`src/rtl/branch_predict_unit.sv`:
```
// branch_predict_unit: fetch-stage branch predictor.
//   A direct-mapped BTB and a table of 2-bit saturating counters (PHT) with
//   bimodal (MODE=0) or gshare (MODE=1) indexing. Fetch looks up
//   combinationally. Execute trains the tables and raises a registered flush
//   pulse when the prediction it carried down the pipe was wrong.
// Ports:
//   clk, reset          clock, synchronous active-high reset
//   pred_*              fetch lookup: valid/pc in; taken/target/idx/ghr out
//   res_*               execute resolve: outcome plus the prediction it used
//   mispredict          one-cycle registered flush pulse
//   redirect_pc         correct next PC while mispredict=1
//   branch_count        saturating count of resolved branches
//   mispredict_count    saturating count of mispredictions
module branch_predict_unit #(
  parameter int unsigned PC_W    = 8,
  parameter int unsigned INDEX_W = 4,
  parameter int unsigned GHR_W   = 4,
  parameter int unsigned MODE    = 0,
  parameter int unsigned CNT_W   = 16
) (
  input  logic               clk,
  input  logic               reset,
  input  logic               pred_valid,
  input  logic [PC_W-1:0]    pred_pc,
  output logic               pred_taken,
  output logic [PC_W-1:0]    pred_target,
  output logic [INDEX_W-1:0] pred_idx,
  output logic [GHR_W-1:0]   pred_ghr,
  input  logic               res_valid,
  input  logic [PC_W-1:0]    res_pc,
  input  logic [INDEX_W-1:0] res_idx,
  input  logic [GHR_W-1:0]   res_ghr,
  input  logic               res_taken,
  input  logic [PC_W-1:0]    res_target,
  input  logic               res_pred_taken,
  input  logic [PC_W-1:0]    res_pred_target,
  output logic               mispredict,
  output logic [PC_W-1:0]    redirect_pc,
  output logic [CNT_W-1:0]   branch_count,
  output logic [CNT_W-1:0]   mispredict_count
);

  localparam int unsigned ENTRIES = 1 << INDEX_W;
  localparam int unsigned TAG_W   = PC_W - INDEX_W;

  // Table storage
  logic                  btb_valid_q [ENTRIES];
  logic [TAG_W-1:0]      btb_tag_q   [ENTRIES];
  logic [PC_W-1:0]       btb_tgt_q   [ENTRIES];
  logic [1:0]            pht_q       [ENTRIES];

  logic [GHR_W-1:0]      ghr_q, ghr_d;
  logic                  mispredict_q, mispredict_d;
  logic [PC_W-1:0]       redirect_q, redirect_d;
  logic [CNT_W-1:0]      bcnt_q, bcnt_d;
  logic [CNT_W-1:0]      mcnt_q, mcnt_d;

  logic [INDEX_W-1:0]    lk_btb_idx;
  logic [TAG_W-1:0]      lk_tag;
  logic                  lk_hit;
  logic                  mis_c;
  logic [1:0]            pht_cur;
  logic [1:0]            pht_nxt;

  // Lookup: reads registered tables only, so a same-cycle update is not seen
  always_comb begin
    lk_btb_idx  = pred_pc[INDEX_W-1:0];
    lk_tag      = pred_pc[PC_W-1:INDEX_W];
    pred_idx    = lk_btb_idx;
    if (MODE == 1) begin
      pred_idx = lk_btb_idx ^ INDEX_W'(ghr_q);
    end
    lk_hit      = btb_valid_q[lk_btb_idx] && (btb_tag_q[lk_btb_idx] == lk_tag);
    pred_taken  = pred_valid && lk_hit && pht_q[pred_idx][1];
    pred_target = pred_taken ? btb_tgt_q[lk_btb_idx] : (pred_pc + PC_W'(1));
    pred_ghr    = ghr_q;
  end

  // Next-state: history, flush pulse, statistics, PHT counter step
  always_comb begin
    ghr_d        = ghr_q;
    mispredict_d = 1'b0;
    redirect_d   = redirect_q;
    bcnt_d       = bcnt_q;
    mcnt_d       = mcnt_q;

    mis_c = res_valid &&
            ((res_taken != res_pred_taken) ||
             (res_taken && (res_target != res_pred_target)));

    // Truncating the concatenation keeps the newest GHR_W bits (also GHR_W=1)
    if (pred_valid && lk_hit) begin
      ghr_d = GHR_W'({ghr_q, pred_taken});
    end

    // Repair overrides any same-cycle speculative shift
    if (mis_c) begin
      ghr_d        = GHR_W'({res_ghr, res_taken});
      mispredict_d = 1'b1;
      redirect_d   = res_taken ? res_target : (res_pc + PC_W'(1));
      if (mcnt_q != '1) begin
        mcnt_d = mcnt_q + CNT_W'(1);
      end
    end

    if (res_valid && (bcnt_q != '1)) begin
      bcnt_d = bcnt_q + CNT_W'(1);
    end

    pht_cur = pht_q[res_idx];
    pht_nxt = pht_cur;
    if (res_taken) begin
      if (pht_cur != 2'b11) pht_nxt = pht_cur + 2'b01;
    end else begin
      if (pht_cur != 2'b00) pht_nxt = pht_cur - 2'b01;
    end
  end

  // State registers and table writes
  always_ff @(posedge clk) begin
    if (reset) begin
      for (int unsigned i = 0; i < ENTRIES; i++) begin
        btb_valid_q[i] <= 1'b0;
        btb_tag_q[i]   <= '0;
        btb_tgt_q[i]   <= '0;
        pht_q[i]       <= 2'b01;
      end
      ghr_q        <= '0;
      mispredict_q <= 1'b0;
      redirect_q   <= '0;
      bcnt_q       <= '0;
      mcnt_q       <= '0;
    end else begin
      ghr_q        <= ghr_d;
      mispredict_q <= mispredict_d;
      redirect_q   <= redirect_d;
      bcnt_q       <= bcnt_d;
      mcnt_q       <= mcnt_d;
      if (res_valid) begin
        pht_q[res_idx] <= pht_nxt;
        // Only taken branches allocate; an alias at the same index is evicted
        if (res_taken) begin
          btb_valid_q[res_pc[INDEX_W-1:0]] <= 1'b1;
          btb_tag_q[res_pc[INDEX_W-1:0]]   <= res_pc[PC_W-1:INDEX_W];
          btb_tgt_q[res_pc[INDEX_W-1:0]]   <= res_target;
        end
      end
    end
  end

  assign mispredict       = mispredict_q;
  assign redirect_pc      = redirect_q;
  assign branch_count     = bcnt_q;
  assign mispredict_count = mcnt_q;

endmodule

```
`config.mk`:
```
export PLATFORM = sky130hd
export DESIGN_NAME = branch_predict_unit
export DESIGN_NICKNAME = d
export VERILOG_FILES = /design/src/rtl/branch_predict_unit.sv
export SDC_FILE = /design/constraint.sdc
export NUM_CORES = 1
export LEC_CHECK = 0
export CORE_ASPECT_RATIO = 1.2
export CORE_MARGIN = 10
export CORE_UTILIZATION = 53
export DETAILED_ROUTE_END_ITERATION = 10
export GPL_TIMING_DRIVEN = 0
export HOLD_SLACK_MARGIN = 0.05
export PLACE_DENSITY = 0.76
export SKIP_CTS_REPAIR_TIMING = 1
export SLEW_MARGIN = 25
export SYNTH_ARGS = -nofsm -noshare
export SYNTH_HDL_FRONTEND = slang
export SYNTH_SLANG_ARGS = --single-unit
```
`constraint.sdc`:
```
create_clock -name clk -period 3.4 [get_ports clk]
set_input_delay 0.68 -clock clk [delete_from_list [all_inputs] [get_ports clk]]
set_output_delay 0.68 -clock clk [all_outputs]
set_load 0.01 [all_outputs]
```
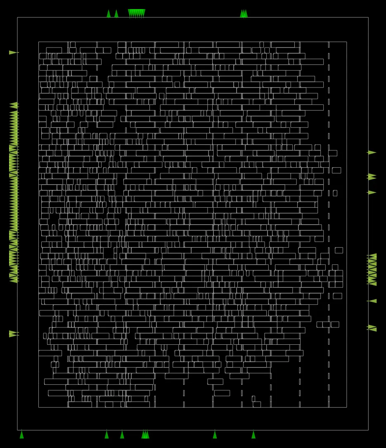
Figure 1: placed standard cells.
number of standard-cell rows in the floorplan: 64
tally of non-filler cells in the final layout: 1561
number of fill cells in the layout: 1879
final core utilization: 0.6442
Floorplan Core Area: 0.02554 mm²

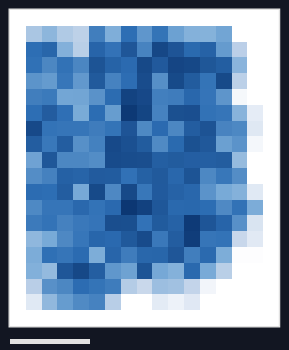
Figure 2: cell density map.
Bar = 50 µm. The die is cut into 17 by 20 equal tiles; white is low, dark blue is high, 0 to 100% covered.
- emptiest ninth of the die: lower right
- nearly empty tiles: 27%
- densest ninth of the die: center
- fullest tile: 97%

==> writeup.txt <==
The flow ran to the end, but the final reports show violations. The checks that failed: setup timing. Overall power consumption after layout is estimated at 7.895 mW.

The count of nets left with antenna violations once routing finished came out at 0. Between the synthesized netlist and the finished layout, the area growth was recorded as 19.43%. The logs give 0.394 for the relative contribution of the clock network to total power and -0.4705 ns for the final worst slack.

The tapcell count came out at 330. For the maximum clock frequency, the log shows 258.4 MHz. Fraction of area in clock buffers and inverters: 0.05536. The logs give 285 for the final sequential cell count and 0 for the post-route DRC violation count.

For this run, the final setup violation count is recorded as 9. Top power consumer group: sequential cells. The tools report the destination of the critical timing path as pred_target[1]. The startpoint-to-endpoint class of the critical path was in -> out.

The global routing met3 resource utilization came out at 0.05932. The part of the power in combinational logic was 0.104; the area of the die was 0.03287 mm². In the Yosys report the total cell count is 1074. The clock latency on the worst-skew pair is 0.54 ns. Once placement finished, the instance area stood at 0.01512 mm². TritonCTS built the clock tree. The most critical hold endpoint after final layout shows a slack of 0.4525 ns.

With the aggregate global-route resource usage at 0.2109, the maximum vdd ir drop is 0.0004370 V. The tools report the total iterations of the first detailed-routing run as 5.
Power and IR drop assume default switching activity.
